File: src/rtl/ddr_act_cmd_monitor_if.sv
// DDR4 command-pin bundle plus the monitor's query, event and error outputs.
interface ddr_act_cmd_monitor_if;
  logic        cs_n;
  logic        act_n;
  logic        ras_n_a16;
  logic        cas_n_a15;
  logic        we_n_a14;
  logic [1:0]  bg;
  logic [1:0]  ba;
  logic [13:0] a;

  logic [3:0]  q_bank;
  logic        q_open;
  logic [14:0] q_row;

  logic        ev_valid;
  logic [2:0]  ev_type;
  logic [3:0]  ev_bank;
  logic [14:0] ev_row;
  logic [9:0]  ev_col;

  logic        err_valid;
  logic [2:0]  err_code;
  logic [15:0] err_cnt;

  // Command driver / scoreboard side
  modport master (
    output cs_n, act_n, ras_n_a16, cas_n_a15, we_n_a14, bg, ba, a, q_bank,
    input  q_open, q_row, ev_valid, ev_type, ev_bank, ev_row, ev_col,
    input  err_valid, err_code, err_cnt
  );

  // Monitor side
  modport slave (
    input  cs_n, act_n, ras_n_a16, cas_n_a15, we_n_a14, bg, ba, a, q_bank,
    output q_open, q_row, ev_valid, ev_type, ev_bank, ev_row, ev_col,
    output err_valid, err_code, err_cnt
  );
endinterface

File: src/rtl/ddr_act_cmd_monitor.sv
// Decodes DDR4 ACT/PRE/PREA/RD/WR commands, tracks 16 banks and checks
// bank-state legality plus tRRD/tRCD/tRP spacing.
module ddr_act_cmd_monitor #(
  parameter int unsigned TRRD  = 4,
  parameter int unsigned TRCD  = 16,
  parameter int unsigned TRP   = 16,
  parameter int unsigned CNT_W = 6
) (
  input  logic                  CK_t,
  input  logic                  reset_n,
  ddr_act_cmd_monitor_if.slave  bus
);
  localparam int unsigned NBANK = 16;
  localparam logic [CNT_W-1:0] CNT_MAX = '1;

  localparam logic [2:0] EV_NONE = 3'd0;
  localparam logic [2:0] EV_ACT  = 3'd1;
  localparam logic [2:0] EV_PRE  = 3'd2;
  localparam logic [2:0] EV_PREA = 3'd3;
  localparam logic [2:0] EV_RD   = 3'd4;
  localparam logic [2:0] EV_WR   = 3'd5;

  localparam logic [2:0] ERR_NONE      = 3'd0;
  localparam logic [2:0] ERR_ACT_OPEN  = 3'd1;
  localparam logic [2:0] ERR_RW_CLOSED = 3'd2;
  localparam logic [2:0] ERR_TRRD      = 3'd3;
  localparam logic [2:0] ERR_TRCD      = 3'd4;
  localparam logic [2:0] ERR_TRP       = 3'd5;

  logic [NBANK-1:0] bank_open_q, bank_open_d;
  logic [14:0]      row_q     [NBANK];
  logic [14:0]      row_d     [NBANK];
  logic [CNT_W-1:0] act_cnt_q [NBANK];
  logic [CNT_W-1:0] act_cnt_d [NBANK];
  logic [CNT_W-1:0] pre_cnt_q [NBANK];
  logic [CNT_W-1:0] pre_cnt_d [NBANK];
  logic [CNT_W-1:0] rrd_cnt_q, rrd_cnt_d;

  logic        ev_valid_q, ev_valid_d;
  logic [2:0]  ev_type_q,  ev_type_d;
  logic [3:0]  ev_bank_q,  ev_bank_d;
  logic [14:0] ev_row_q,   ev_row_d;
  logic [9:0]  ev_col_q,   ev_col_d;
  logic        err_valid_q, err_valid_d;
  logic [2:0]  err_code_q,  err_code_d;
  logic [15:0] err_cnt_q,   err_cnt_d;

  logic [2:0]  cmd_type;
  logic [3:0]  cmd_bank;
  logic [14:0] cmd_row;
  logic [9:0]  cmd_col;

  function automatic logic [CNT_W-1:0] sat_inc(input logic [CNT_W-1:0] v);
    return (v == CNT_MAX) ? v : v + CNT_W'(1);
  endfunction

  assign cmd_bank = {bus.bg, bus.ba};
  assign cmd_row  = {bus.we_n_a14, bus.a};
  assign cmd_col  = bus.a[9:0];

  // Command decode from the pin encoding; anything unrecognised is EV_NONE
  always_comb begin
    cmd_type = EV_NONE;
    if (!bus.cs_n) begin
      if (!bus.act_n) begin
        cmd_type = EV_ACT;
      end else begin
        unique case ({bus.ras_n_a16, bus.cas_n_a15, bus.we_n_a14})
          3'b010:  cmd_type = bus.a[10] ? EV_PREA : EV_PRE;
          3'b101:  cmd_type = EV_RD;
          3'b100:  cmd_type = EV_WR;
          default: cmd_type = EV_NONE;
        endcase
      end
    end
  end

  // Bank state, spacing counters, event and error next-state
  always_comb begin
    bank_open_d = bank_open_q;
    rrd_cnt_d   = sat_inc(rrd_cnt_q);
    for (int unsigned i = 0; i < NBANK; i++) begin
      row_d[i]     = row_q[i];
      act_cnt_d[i] = sat_inc(act_cnt_q[i]);
      pre_cnt_d[i] = sat_inc(pre_cnt_q[i]);
    end
    ev_valid_d = (cmd_type != EV_NONE);
    ev_type_d  = cmd_type;
    ev_bank_d  = '0;
    ev_row_d   = '0;
    ev_col_d   = '0;
    err_code_d = ERR_NONE;

    unique case (cmd_type)
      EV_ACT: begin
        if (bank_open_q[cmd_bank])                       err_code_d = ERR_ACT_OPEN;
        else if (rrd_cnt_q < CNT_W'(TRRD))               err_code_d = ERR_TRRD;
        else if (pre_cnt_q[cmd_bank] < CNT_W'(TRP))      err_code_d = ERR_TRP;
        bank_open_d[cmd_bank] = 1'b1;
        row_d[cmd_bank]       = cmd_row;
        act_cnt_d[cmd_bank]   = CNT_W'(1);
        rrd_cnt_d             = CNT_W'(1);
        ev_bank_d             = cmd_bank;
        ev_row_d              = cmd_row;
      end
      EV_PRE: begin
        bank_open_d[cmd_bank] = 1'b0;
        row_d[cmd_bank]       = '0;
        pre_cnt_d[cmd_bank]   = CNT_W'(1);
        ev_bank_d             = cmd_bank;
      end
      EV_PREA: begin
        bank_open_d = '0;
        for (int unsigned i = 0; i < NBANK; i++) begin
          row_d[i]     = '0;
          pre_cnt_d[i] = CNT_W'(1);
        end
      end
      EV_RD, EV_WR: begin
        if (!bank_open_q[cmd_bank])                      err_code_d = ERR_RW_CLOSED;
        else if (act_cnt_q[cmd_bank] < CNT_W'(TRCD))     err_code_d = ERR_TRCD;
        ev_bank_d = cmd_bank;
        ev_col_d  = cmd_col;
      end
      default: ;
    endcase

    err_valid_d = (err_code_d != ERR_NONE);
    err_cnt_d   = (err_valid_d && (err_cnt_q != 16'hFFFF)) ? err_cnt_q + 16'd1 : err_cnt_q;
  end

  // State and output registers; counters reset to saturation so nothing looks too close
  always_ff @(posedge CK_t or negedge reset_n) begin
    if (!reset_n) begin
      bank_open_q <= '0;
      rrd_cnt_q   <= CNT_MAX;
      for (int unsigned i = 0; i < NBANK; i++) begin
        row_q[i]     <= '0;
        act_cnt_q[i] <= CNT_MAX;
        pre_cnt_q[i] <= CNT_MAX;
      end
      ev_valid_q  <= 1'b0;
      ev_type_q   <= '0;
      ev_bank_q   <= '0;
      ev_row_q    <= '0;
      ev_col_q    <= '0;
      err_valid_q <= 1'b0;
      err_code_q  <= '0;
      err_cnt_q   <= '0;
    end else begin
      bank_open_q <= bank_open_d;
      rrd_cnt_q   <= rrd_cnt_d;
      row_q       <= row_d;
      act_cnt_q   <= act_cnt_d;
      pre_cnt_q   <= pre_cnt_d;
      ev_valid_q  <= ev_valid_d;
      ev_type_q   <= ev_type_d;
      ev_bank_q   <= ev_bank_d;
      ev_row_q    <= ev_row_d;
      ev_col_q    <= ev_col_d;
      err_valid_q <= err_valid_d;
      err_code_q  <= err_code_d;
      err_cnt_q   <= err_cnt_d;
    end
  end

  assign bus.q_open    = bank_open_q[bus.q_bank];
  assign bus.q_row     = bank_open_q[bus.q_bank] ? row_q[bus.q_bank] : '0;
  assign bus.ev_valid  = ev_valid_q;
  assign bus.ev_type   = ev_type_q;
  assign bus.ev_bank   = ev_bank_q;
  assign bus.ev_row    = ev_row_q;
  assign bus.ev_col    = ev_col_q;
  assign bus.err_valid = err_valid_q;
  assign bus.err_code  = err_code_q;
  assign bus.err_cnt   = err_cnt_q;
endmodule

File: src/flat_wrapper.sv
// flat-port wrapper written by rule: the top's interface ports become plain ports
module ddr_act_cmd_monitor_flat 
#(
  parameter int unsigned TRRD  = 4,
  parameter int unsigned TRCD  = 16,
  parameter int unsigned TRP   = 16,
  parameter int unsigned CNT_W = 6
)
  (CK_t, reset_n, bus_cs_n, bus_act_n, bus_ras_n_a16, bus_cas_n_a15, bus_we_n_a14, bus_bg, bus_ba, bus_a, bus_q_bank, bus_q_open, bus_q_row, bus_ev_valid, bus_ev_type, bus_ev_bank, bus_ev_row, bus_ev_col, bus_err_valid, bus_err_code, bus_err_cnt);
  ddr_act_cmd_monitor_if bus_i ();
  input  logic CK_t;
  input  logic reset_n;
  input wire logic [$bits(bus_i.cs_n)-1:0] bus_cs_n;
  input wire logic [$bits(bus_i.act_n)-1:0] bus_act_n;
  input wire logic [$bits(bus_i.ras_n_a16)-1:0] bus_ras_n_a16;
  input wire logic [$bits(bus_i.cas_n_a15)-1:0] bus_cas_n_a15;
  input wire logic [$bits(bus_i.we_n_a14)-1:0] bus_we_n_a14;
  input wire logic [$bits(bus_i.bg)-1:0] bus_bg;
  input wire logic [$bits(bus_i.ba)-1:0] bus_ba;
  input wire logic [$bits(bus_i.a)-1:0] bus_a;
  input wire logic [$bits(bus_i.q_bank)-1:0] bus_q_bank;
  output wire logic [$bits(bus_i.q_open)-1:0] bus_q_open;
  output wire logic [$bits(bus_i.q_row)-1:0] bus_q_row;
  output wire logic [$bits(bus_i.ev_valid)-1:0] bus_ev_valid;
  output wire logic [$bits(bus_i.ev_type)-1:0] bus_ev_type;
  output wire logic [$bits(bus_i.ev_bank)-1:0] bus_ev_bank;
  output wire logic [$bits(bus_i.ev_row)-1:0] bus_ev_row;
  output wire logic [$bits(bus_i.ev_col)-1:0] bus_ev_col;
  output wire logic [$bits(bus_i.err_valid)-1:0] bus_err_valid;
  output wire logic [$bits(bus_i.err_code)-1:0] bus_err_code;
  output wire logic [$bits(bus_i.err_cnt)-1:0] bus_err_cnt;
  assign bus_i.cs_n = bus_cs_n;
  assign bus_i.act_n = bus_act_n;
  assign bus_i.ras_n_a16 = bus_ras_n_a16;
  assign bus_i.cas_n_a15 = bus_cas_n_a15;
  assign bus_i.we_n_a14 = bus_we_n_a14;
  assign bus_i.bg = bus_bg;
  assign bus_i.ba = bus_ba;
  assign bus_i.a = bus_a;
  assign bus_i.q_bank = bus_q_bank;
  assign bus_q_open = bus_i.q_open;
  assign bus_q_row = bus_i.q_row;
  assign bus_ev_valid = bus_i.ev_valid;
  assign bus_ev_type = bus_i.ev_type;
  assign bus_ev_bank = bus_i.ev_bank;
  assign bus_ev_row = bus_i.ev_row;
  assign bus_ev_col = bus_i.ev_col;
  assign bus_err_valid = bus_i.err_valid;
  assign bus_err_code = bus_i.err_code;
  assign bus_err_cnt = bus_i.err_cnt;
  ddr_act_cmd_monitor #(.TRRD(TRRD), .TRCD(TRCD), .TRP(TRP), .CNT_W(CNT_W)) u_core (.CK_t(CK_t), .reset_n(reset_n), .bus(bus_i));
endmodule
File: config.mk
export PLATFORM = sky130hd
export DESIGN_NAME = ddr_act_cmd_monitor_flat
export DESIGN_NICKNAME = d
export VERILOG_FILES = /design/src/rtl/ddr_act_cmd_monitor_if.sv /design/src/rtl/ddr_act_cmd_monitor.sv /design/src/flat_wrapper.sv
export SDC_FILE = /design/constraint.sdc
export NUM_CORES = 1
export LEC_CHECK = 0
export ABC_AREA = 1
export CAP_MARGIN = 20
export CORE_ASPECT_RATIO = 1.1
export CORE_MARGIN = 2
export CORE_UTILIZATION = 55
export CTS_BUF_LIST = sky130_fd_sc_hd__clkbuf_4 sky130_fd_sc_hd__clkbuf_8
export DETAILED_ROUTE_END_ITERATION = 16
export PLACE_DENSITY = 0.76
export SETUP_SLACK_MARGIN = 0.05
export SLEW_MARGIN = 5
export SYNTH_ARGS = -nofsm -noshare
export SYNTH_HDL_FRONTEND = slang
export SYNTH_SLANG_ARGS = --single-unit
File: constraint.sdc
create_clock -name CK_t -period 2.35 [get_ports CK_t]
set_clock_uncertainty 0.15 [all_clocks]
set_input_delay 0.235 -clock CK_t [delete_from_list [all_inputs] [get_ports CK_t]]
set_output_delay 0.235 -clock CK_t [all_outputs]
set_load 0.05 [all_outputs]
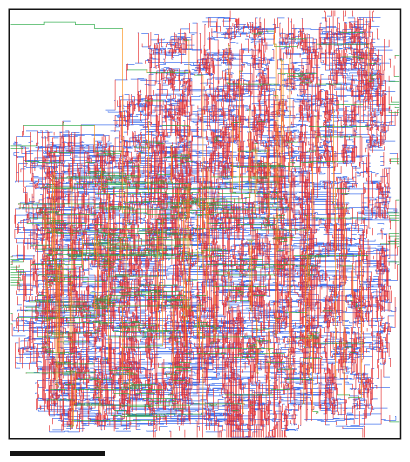
run_1/layers.png
Bar = 50 um.
Key: orange = M4 [wire length 3,400 um]; blue = M1 [wire length 28.0 mm]; red = M2 [wire length 33.9 mm]; green = M3 [wire length 5,070 um]

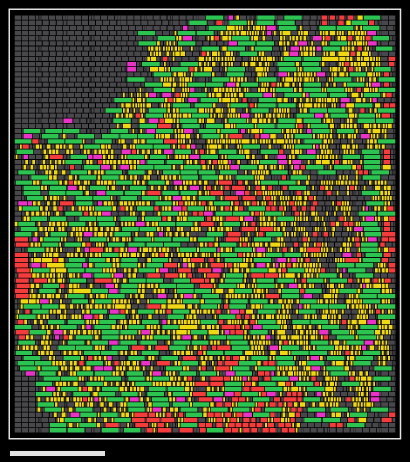
run_1/class_map.png
Bar = 50 um. Fill, decap, tap and diode cells in gray.
Key: red = remaining buffers and delay cells [cells 332, share of their area 12%]; green = registers [cells 507, share of their area 44%]; magenta = clock drivers and dummy loads [cells 148, share of their area 5.9%]; yellow = remaining logic cells [cells 2,303, share of their area 38%]

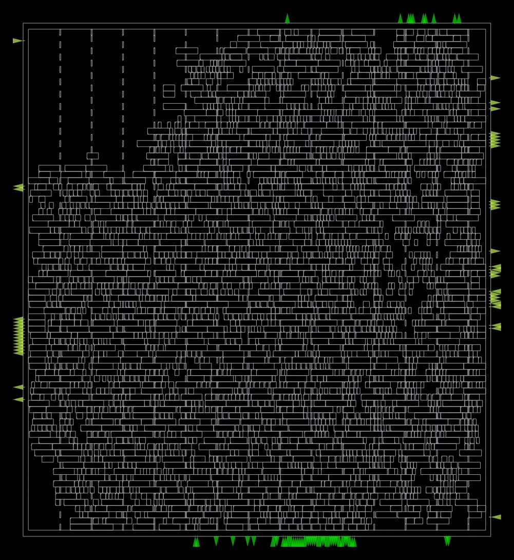
run_1/placed.png
Seq cells: 507
FILL cells: 3,392

==> reports/qor.csv, run 1 <==
stage;metric;value;unit
place;routability cong.;0.901;
logic_synthesis;number of flops mapped to enable cells by yosys;0;
power;Psw;11.4;mW
detailed_routing;via/cell ratio;5.75;
final_layout;Layout Cell Area excl Fill;30300;um2
cts;CTS root buf;sky130_fd_sc_hd__clkbuf_8;
power;internal power;21.4;mW
logic_synthesis;post-synthesis sequential element count;507;
detailed_routing;length of the first detailed-routing pass in iterations;6;
die;Die Outline Area;46400;um2
final_layout;most frequently placed logic cell in the final layout;sky130_fd_sc_hd__inv_1;
logic_synthesis;Yosys warning total;0;
setup_path;maximum cell stage delay along the critical path;0.42;ns
cts;CTS Hold Bufs;12;
power;Max IR drop VDD;0.000553;V
cts;# Post-CTS Setup Buffers;0;
sta;tightest hold margin;0.110;ns
power;clock group share of total power;24.6;%
place;# placed instances;3705;
logic_synthesis;syn_nets;3002;
sta;Final WS setup;-0.392;ns
power;proportion of total power due to net switching;34.7;%
detailed_routing;vias after detailed routing;22300;
sta;final worst path period need;2.74;ns
setup_path;cell family with most CP delay;AND-OR/OR-AND gates;
sta;Final Setup Violations;16;
sta;Final Hold Violating Endpoints;0;
detailed_routing;DR DRC count;0;
logic_synthesis;library cell with the largest summed area after synthesis;sky130_fd_sc_hd__dfrtp_1;
setup_path;startpoint of the most critical setup path;u_core.bank_open_q[2];
worst_hold_path;worst hold path endpoint;u_core.bus.ev_bank[3];
worst_hold_path;worst min-delay path category;in -> reg;
power;part of the total power dissipated in combinational logic;30.6;%
global_route;global-route usage over all layers;30.6;%
worst_hold_path;start point of the worst min-delay path;bus_bg[1];
die;core footprint;44300;um2
worst_hold_path;count of cells along the worst hold path;3;
global_route;Remaining Overflow, GRT;0;
setup_path;Critical R2R Launch;u_core.bus.err_cnt[0];
global_route;number of global-route vias before repair;22200;
setup_path;capture instance of the worst register-to-register path;u_core.bus.err_cnt[5];
power;power attributed to combinational cells;10.0;mW
run_status;run status;complete, but fails checks;
setup_path;ordered cell list for the critical path;o21ai_0, a21oi_1, o221ai_2, nand2_4, clkbuf_16, o311ai_4, buf_4, inv_2, buf_12;
job;count of tool warnings;28;
final_layout;number of nets in the finished design;3290;
run_status;violations in the final reports;negative setup slack;
logic_synthesis;distinct cell type count after synthesis;37;
power;power attributed to sequential cells;14.7;mW
sta;max-slew violation count;0;
die;die outline width;206;um
final_layout;antenna diode count;0;
sta;achievable clock frequency;365;MHz
global_route;number of antenna violations at the first check in global routing;0;
setup_path;kind of critical path;reg -> out;
setup_path;capturing instance or port of the critical path;bus_q_row[8];
logic_synthesis;Synth Instances;2939;
logic_synthesis;total cell area reported by yosys after synthesis;24600;um2
logic_synthesis;leading cell types by total area after synthesis;sky130_fd_sc_hd__dfrtp_1 (31%), sky130_fd_sc_hd__dfstp_2 (21%), sky130_fd_sc_hd__inv_1 (6.4%);
detailed_routing;DR WL/cell;18.2;um
cts;clock transition at the registers of the reported paths;0.06;ns
final_layout;layout-stage area growth over the synthesis result;23.4;%
sta;post-route clock period utilization;117;%
die;Std-Cell Rows;81;
logic_synthesis;sequential fraction of the synthesis area;52.6;%
setup_path;CP max stage cell;sky130_fd_sc_hd__dfrtp_1;
final_layout;Layout Cells excl Fill;3871;
setup_path;logic depth of the worst register-to-register path;9;
detailed_routing;number of DRC markers after the initial detailed-route iteration;1940;
place;worst setup slack after placement;-0.267;ns
die;pre-placement core utilization;55.5;%
sta;max-slew headroom at the worst pin;45.8;%
logic_synthesis;Avg Inst Size Synth;8.36;um2
place;PortBufs;97;
logic_synthesis;flip-flop cell with the highest count after synthesis;sky130_fd_sc_hd__dfrtp_1;
cts;TritonCTS buffer count;83;
setup_path;startpoint kind of the worst setup timing path;flop;
die;I/O Pins;98;
logic_synthesis;Yosys Instances;2939;
place;Post-DP Area;28200;um2
-- run 1: final cells by class --
type,count,area [um2],share of cell area (%)
clock buffer,135,1670,5.51
clock inverter,13,78.8,0.260
inverter,425,1600,5.28
multi-input combinational,1878,9690,31.9
sequential,507,12900,42.6
tap,581,727,2.40
timing repair buffer,332,3630,12.0
-- run 1: cells in the mapped netlist (9+ instances only) --
cell type / count
sky130_fd_sc_hd__buf_1: 9
sky130_fd_sc_hd__ha_1: 34
sky130_fd_sc_hd__nand2_1: 355
sky130_fd_sc_hd__nor2_1: 359
sky130_fd_sc_hd__buf_2: 27
sky130_fd_sc_hd__a21oi_1: 217
sky130_fd_sc_hd__o311ai_0: 12
sky130_fd_sc_hd__or2_2: 18
sky130_fd_sc_hd__o22ai_1: 135
sky130_fd_sc_hd__inv_1: 416
sky130_fd_sc_hd__inv_2: 9
sky130_fd_sc_hd__o21ai_0: 291
sky130_fd_sc_hd__xor2_1: 53
sky130_fd_sc_hd__clkbuf_1: 88
sky130_fd_sc_hd__dfstp_2: 198
sky130_fd_sc_hd__dfrtp_1: 309
sky130_fd_sc_hd__a211oi_1: 51
sky130_fd_sc_hd__nor3_1: 73
sky130_fd_sc_hd__o211ai_1: 24
sky130_fd_sc_hd__nand3_1: 203
-- run 1: metal layers --
metal  vias up  wire (um)  share of wire, %  track usage (%)
met1     10800      28000                40             38.7
met4         0       3400               4.8             16.6
met2       939      33900                48             50.4
met5         -          0                 0                0
met3       202       5070               7.2             4.98
li1      10300          -                 -                -
-- run 1: kinds of logic after synthesis --
group / count (synthesis) / share of synthesized area, %
AOI/OAI and AO/OA: 749 / 17.0
xor gates and xnor gates: 57 / 2.03
adders and majority gates: 34 / 1.73
buffers and inverters: 554 / 8.72
DFF: 507 / 52.6
and+or+nand+nor: 1038 / 17.8
==> run 2: changes to the inputs <==
Settings changed: DONT_BUFFER_PORTS set to 1, PLACE_DENSITY 0.76 to 0.73.
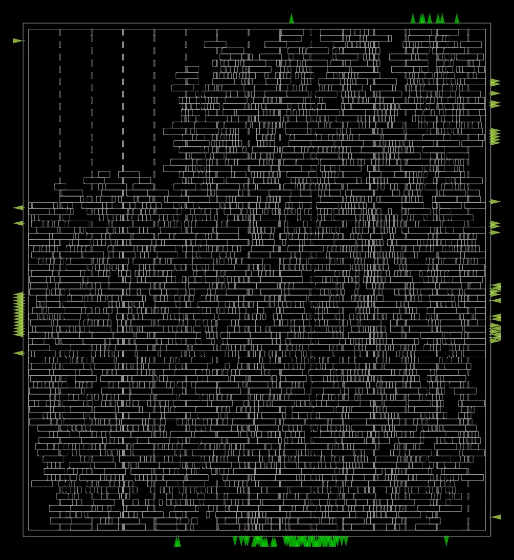
run_2/placed.png
Layout Cells excl Fill: 3,692
fraction of standard cell area that is sequential: 45.8%
core footprint: 44,300 um2
Std-Cell Rows: 81
tap cell count: 581

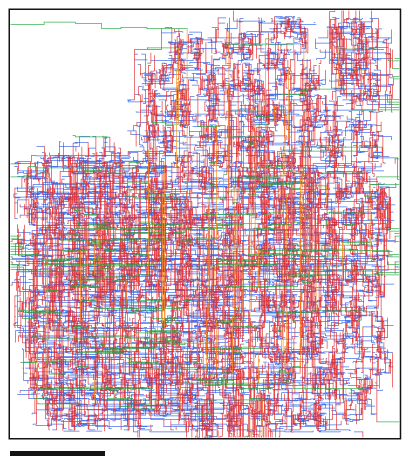
run_2/layers.png
Bar = 50 um.
Key: green = M3 [wire length 4,730 um]; blue = M1 [wire length 27.4 mm]; orange = M4 [wire length 3,000 um]; red = M2 [wire length 32.8 mm]

==> reports/qor.csv, run 2 <==
stage;metric;value;unit
power;Max IR drop VDD;0.000650;V
logic_synthesis;library cell with the largest summed area after synthesis;sky130_fd_sc_hd__dfrtp_1;
logic_synthesis;post-synthesis sequential element count;507;
cts;clock transition at the registers of the reported paths;0.06;ns
setup_path;capture instance of the worst register-to-register path;u_core.bus.err_cnt[13];
job;count of tool warnings;39;
setup_path;ordered cell list for the critical path;o21ai_0, a21oi_1, o221ai_2, nand2_2, buf_6, o311ai_2, inv_1, buf_6;
global_route;met2 capacity usage during global routing;49.1;%
global_route;Global Route met3 Usage;5.79;%
logic_synthesis;distinct cell type count after synthesis;37;
power;proportion of total power due to net switching;34.2;%
logic_synthesis;total cell area reported by yosys after synthesis;24600;um2
global_route;global-route met1 utilization;37.0;%
setup_path;startpoint kind of the worst setup timing path;flop;
place;worst setup slack after placement;0.152;ns
global_route;Remaining Overflow, GRT;0;
die;die outline width;206;um
final_layout;most frequently placed logic cell in the final layout;sky130_fd_sc_hd__inv_1;
global_route;number of global-route vias before repair;21100;
final_layout;combined flip-flop and latch cell area;12900;um2
detailed_routing;length of the first detailed-routing pass in iterations;6;
final_layout;number of nets in the finished design;3103;
detailed_routing;DR DRC count;0;
die;Die Outline Area;46400;um2
final_layout;Layout Cell Area excl Fill;28300;um2
power;power attributed to sequential cells;14.8;mW
logic_synthesis;Avg Inst Size Synth;8.36;um2
setup_path;logic depth of the worst register-to-register path;14;
setup_path;CP max stage cell;sky130_fd_sc_hd__dfrtp_1;
run_status;violations in the final reports;negative hold slack, max-slew violations, negative setup slack;
logic_synthesis;number of flops mapped to enable cells by yosys;0;
final_layout;area of the multi-input gates;9780;um2
sta;tightest hold margin;-0.838;ns
sta;Final Setup Violations;16;
sta;Final WS setup;-0.351;ns
sta;Final Hold Violating Endpoints;460;
place;Post-DP Area;25700;um2
detailed_routing;via/cell ratio;5.80;
global_route;global-route usage over all layers;29.6;%
place;routability cong.;0.944;
detailed_routing;number of DRC markers after the initial detailed-route iteration;2206;
global_route;number of antenna violations at the first check in global routing;0;
run_status;run status;complete, but fails checks;
global_route;busiest layer in global routing;met2;
worst_hold_path;worst min-delay path category;in -> async;
die;pre-placement core utilization;55.5;%
logic_synthesis;flip-flop cell with the highest count after synthesis;sky130_fd_sc_hd__dfrtp_1;
detailed_routing;DR WL/cell;18.4;um
logic_synthesis;leading cell types by total area after synthesis;sky130_fd_sc_hd__dfrtp_1 (31%), sky130_fd_sc_hd__dfstp_2 (21%), sky130_fd_sc_hd__inv_1 (6.4%);
sta;max-slew violation count;112;
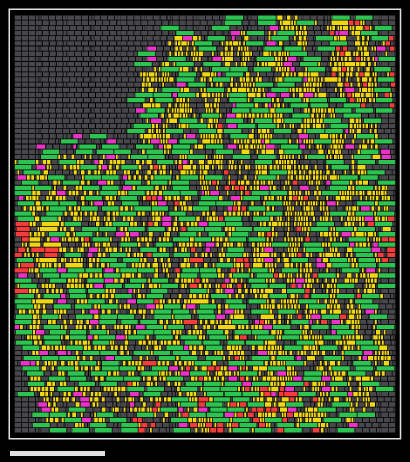
run_2/class_map.png
Bar = 50 um. Fill, decap, tap and diode cells in gray.
Key: red = remaining buffers and delay cells [cells 142, share of their area 4.9%]; magenta = clock drivers and dummy loads [cells 158, share of their area 6.7%]; green = registers [cells 507, share of their area 47%]; yellow = remaining logic cells [cells 2,303, share of their area 41%]

[run 2: cell count changes in the layout (fill, tap and decap cells not counted), sizes merged, moves of 2 or more]
cell | previous run | this run
buf | 241 | 109
clkbuf | 136 | 139
clkdlybuf4s50 | 61 | 0
clkinv | 10 | 14
clkinvlp | 0 | 3
dlygate4sd2 | 15 | 0
dlygate4sd3 | 12 | 29
dlymetal6s2s | 2 | 0
dlymetal6s4s | 0 | 3
[run 2: final cells by class]
type,count,area share [%]
diodes,1,0.00886
clock buffers,138,6.10
clock inverters,20,0.447
inverters,425,5.66
multi-input cells,1878,34.6
flip-flops and latches,507,45.8
well taps,581,2.57
repair buffers,142,4.78
[run 2: metal layers]
layer,routed length [um],share of wire (%)
met1,27400,40
met5,0,0
met4,3000,4.4
met3,4730,7.0
met2,32800,48
[run 2: how the worst max path moves through the flow]
| stage | endpoint | slack (ns) | cells past startpoint |
|---|---|---|---|
| after floorplan | u_core.bus.err_cnt[11] | 0.06 | 9 |
| after global placement | u_core.bus.err_cnt[2] | 0.18 | 12 |
| after detailed placement | u_core.bus.err_cnt[13] | 0.15 | 8 |
| after CTS | bus_q_row[12] | -0.35 | 11 |
| after global routing | bus_q_row[7] | -0.42 | 8 |
| final | bus_q_row[14] | -0.35 | 8 |
[run 2: what timing repair did]
action                     CTS  global route
resized                     47            40
pin swaps                    4             5
setup buffers                3             5
hold buffers                31             3
hold endpoints to repair   673           513
setup endpoints to repair   16           279
gates cloned                 1             0
[run 2: logic make-up after synthesis]
| family | Yosys count | synth area share, % |
|---|---|---|
| buffers and inverters | 554 | 8.72 |
| XOR/XNOR | 57 | 2.03 |
| flip-flops | 507 | 52.6 |
| AND-OR/OR-AND | 749 | 17.0 |
| AND/OR/NAND/NOR | 1038 | 17.8 |
| adder cells (fa/ha/maj) | 34 | 1.73 |
==> run 3: changes to the inputs <==
Settings changed: ABC_AREA 1 to 0, SLEW_MARGIN 5 to 20.
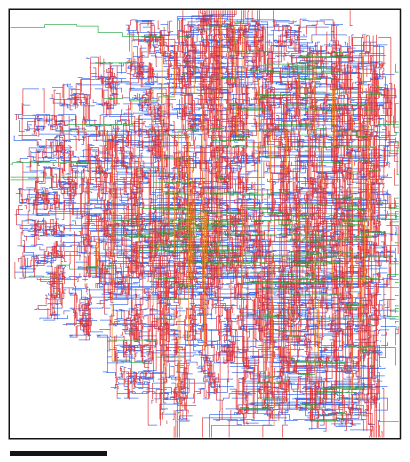
run_3/layers.png
Bar = 50 um.
Key: green = M3 [wire length 4,960 um]; blue = M1 [wire length 24.8 mm]; orange = M4 [wire length 3,250 um]; red = M2 [wire length 31.5 mm]

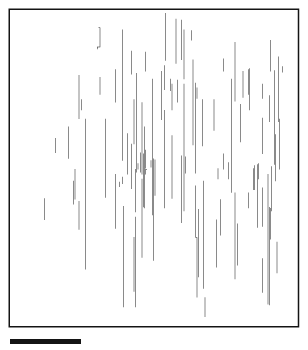
run_3/m4.png
Bar = 50 um.
The layer carries 3,250 um of wire. The longest straight run is 105 um. 64 nets have wire on it. The wires run mostly vertical.

==> reports/qor.csv, run 3 <==
stage;metric;value;unit
run_status;run status;complete, but fails checks;
run_status;violations in the final reports;negative hold slack, negative setup slack;
logic_synthesis;total cell area reported by yosys after synthesis;23600;um2
sta;Final Hold Violating Endpoints;507;
die;pre-placement core utilization;55.8;%
global_route;number of antenna violations at the first check in global routing;0;
cts;CTS Hold Bufs;40;
die;Std-Cell Rows;79;
power;Max IR drop VDD;0.000828;V
sta;post-route clock period utilization;128;%
logic_synthesis;mux contribution to synthesized area;10.6;%
detailed_routing;length of the first detailed-routing pass in iterations;7;
power;proportion of total power due to net switching;31.7;%
detailed_routing;DR DRC count;0;
logic_synthesis;fraction of the mapped netlist area in compound gates;14.1;%
power;part of the total power dissipated in combinational logic;29.7;%
setup_path;maximum cell stage delay along the critical path;0.45;ns
logic_synthesis;post-synthesis sequential element count;507;
sta;Final WS setup;-0.653;ns
power;Psw;10.4;mW
sta;max-slew headroom at the worst pin;39.7;%
sta;tightest hold margin;-0.893;ns
final_layout;layout-stage area growth over the synthesis result;19.8;%
global_route;global-route usage over all layers;29.0;%
logic_synthesis;prevailing logic family in the synthesized netlist;AND-OR/OR-AND gates;
setup_path;ordered cell list for the critical path;buf_6, mux4_2, mux2_4, o21ai_4, buf_12, buf_12, clkinvlp_4, buf_6;
detailed_routing;via/cell ratio;6.30;
setup_path;Worst Setup End Kind;primary output;
power;clock group share of total power;25.2;%
final_layout;antenna diode count;0;
cts;TritonCTS buffer count;83;
sta;Setup TNS;-14.47;ns
sta;Final Setup Violations;32;
logic_synthesis;leading cell types by total area after synthesis;sky130_fd_sc_hd__dfrtp_1 (33%), sky130_fd_sc_hd__dfstp_2 (22%), sky130_fd_sc_hd__a22o_1 (8.3%);
sta;max-slew violation count;0;
setup_path;startpoint kind of the worst setup timing path;flop;
logic_synthesis;library cell with the largest summed area after synthesis;sky130_fd_sc_hd__dfrtp_1;
job;count of tool warnings;33;
setup_path;cell family with most CP delay;multiplexers;
logic_synthesis;synth cell count leaders;sky130_fd_sc_hd__dfrtp_1 (309), sky130_fd_sc_hd__a22o_1 (224), sky130_fd_sc_hd__dfstp_2 (198);
die;Die Outline Area;44700;um2
place;PortBufs;0;
logic_synthesis;flip-flop cell with the highest count after synthesis;sky130_fd_sc_hd__dfrtp_1;
logic_synthesis;adder and majority gate portion of the synthesized area;1.80;%
place;routability cong.;0.852;
final_layout;FILL cells;2992;
logic_synthesis;Simple-Gate Area Share;13.3;%
logic_synthesis;Yosys Instances;1973;
setup_path;CP max stage cell;sky130_fd_sc_hd__mux4_2;
cts;# Post-CTS Setup Buffers;1;
detailed_routing;DR WL/cell;22.7;um
logic_synthesis;Yosys warning total;0;
final_layout;combined flip-flop and latch cell area;12900;um2
sta;final worst path period need;3.00;ns
logic_synthesis;sequential fraction of the synthesis area;54.7;%
logic_synthesis;Synth Instances;1973;
cts;CTS root buf;sky130_fd_sc_hd__clkbuf_8;
die;I/O Pins;98;
logic_synthesis;Avg Inst Size Synth;12.0;um2
logic_synthesis;most frequent cell after synthesis;sky130_fd_sc_hd__dfrtp_1;
logic_synthesis;syn_nets;2036;
logic_synthesis;number of flops mapped to enable cells by yosys;0;
cts;clock transition at the registers of the reported paths;0.06;ns
die;core footprint;42400;um2
sta;achievable clock frequency;333;MHz
final_layout;most frequently placed logic cell in the final layout;sky130_fd_sc_hd__dfrtp_1;
detailed_routing;vias after detailed routing;17900;
logic_synthesis;Post-Synth XOR/XNOR Area;2.89;%
power;internal power;22.4;mW
final_layout;area of the multi-input gates;10400;um2
logic_synthesis;distinct cell type count after synthesis;65;
setup_path;kind of critical path;reg -> out;
detailed_routing;number of DRC markers after the initial detailed-route iteration;1682;
cts;number of gates resized after cts;48;
global_route;Remaining Overflow, GRT;0;
global_route;number of global-route vias before repair;18500;
final_layout;number of nets in the finished design;2265;
setup_path;CP max FO;8;
die;die outline width;202;um
worst_hold_path;worst min-delay path category;in -> async;
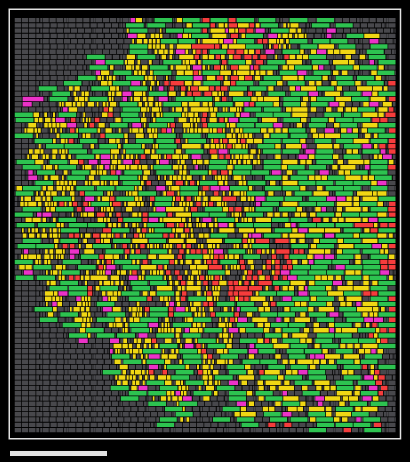
run_3/class_map.png
Bar = 50 um. Fill, decap, tap and diode cells in gray.
Key: red = remaining buffers and delay cells [cells 265, share of their area 8.7%]; magenta = clock drivers and dummy loads [cells 152, share of their area 6.5%]; green = registers [cells 507, share of their area 47%]; yellow = remaining logic cells [cells 1,345, share of their area 38%]

## run 3: cells by family after synthesis
logic type               after synthesis
AND-OR/OR-AND                        459
adder cells (fa/ha/maj)               34
AND/OR/NAND/NOR                      604
multiplexers                         143
XOR/XNOR                              78
flip-flops                           507
buffers and inverters                148
## run 3: layer usage
layer | wire [um] | global-route usage [%] | vias up
met4 | 3250 | 15.8 | 0
met3 | 4960 | 6.80 | 227
li1 | - | - | 7772
met1 | 24800 | 35.5 | 9035
met5 | 0 | 0 | -
met2 | 31500 | 47.8 | 843
## run 3: stage by stage
step	cell area, um2	instances
after detailed placement	25700	2630
after CTS	28100	2825
after global routing	28300	2836
final	28300	2836
after global placement	25700	2630
after floorplan	23900	1973
## run 3: worst paths after layout
kind,cells past startpoint,slack [ns],startpoint,to
max,8,-0.65,u_core.bank_open_q[3],bus_q_open
min,0,-0.89,reset_n,u_core.bus.ev_row[1]
max reg2reg,9,-0.34,u_core.act_cnt_q[77],u_core.bus.err_cnt[9]
min reg2reg,1,0.35,flop,flop
max in group asynchronous,0,2.20,reset_n,u_core.bus.err_cnt[13]
min in group CK_t,3,0.05,bus_act_n,u_core.bus.ev_valid
## run 3: power by group through the flow
stage / clock [mW] / combinational (mW) / sequential, mW
global route: 8.80 / 10.8 / 15.1
detailed placement: 0 / 9.12 / 14.8
global placement: 0 / 8.64 / 14.6
CTS: 8.35 / 9.54 / 14.7
floorplan: 0 / 6.47 / 14.7
finish: 8.24 / 9.73 / 14.8
## run 3: area by class of cell
class | instances | area share, %
Sequential cell | 507 | 45.7
Multi-Input combinational cell | 1318 | 36.7
Timing Repair Buffer | 265 | 8.47
Clock buffer | 139 | 5.91
Tap cell | 567 | 2.50
Clock inverter | 13 | 0.397
Inverter | 27 | 0.371

==> screenshots <==
Gate-type map.
Bar = 50 um.
picture 1
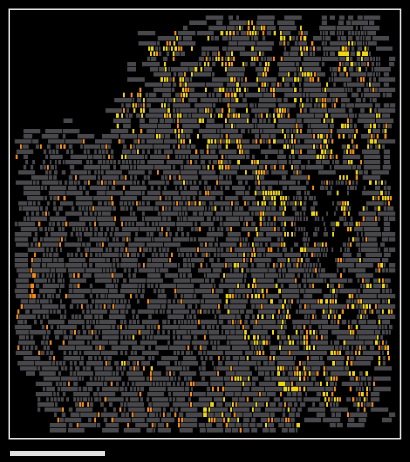
picture 2
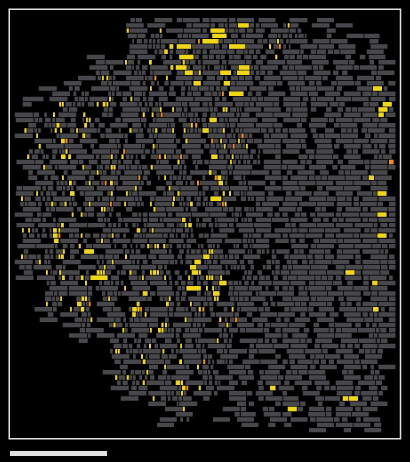
| picture | from |
|---|---|
| picture 2 | run 3 |
| picture 1 | run 1 |

Key to picture 1:
Key: orange = inv cells [cells 425, most used inv_1, where spread over the die]; yellow = nor cells [cells 446, most used nor2_1]

Power is estimated from default activity; no workload was simulated.
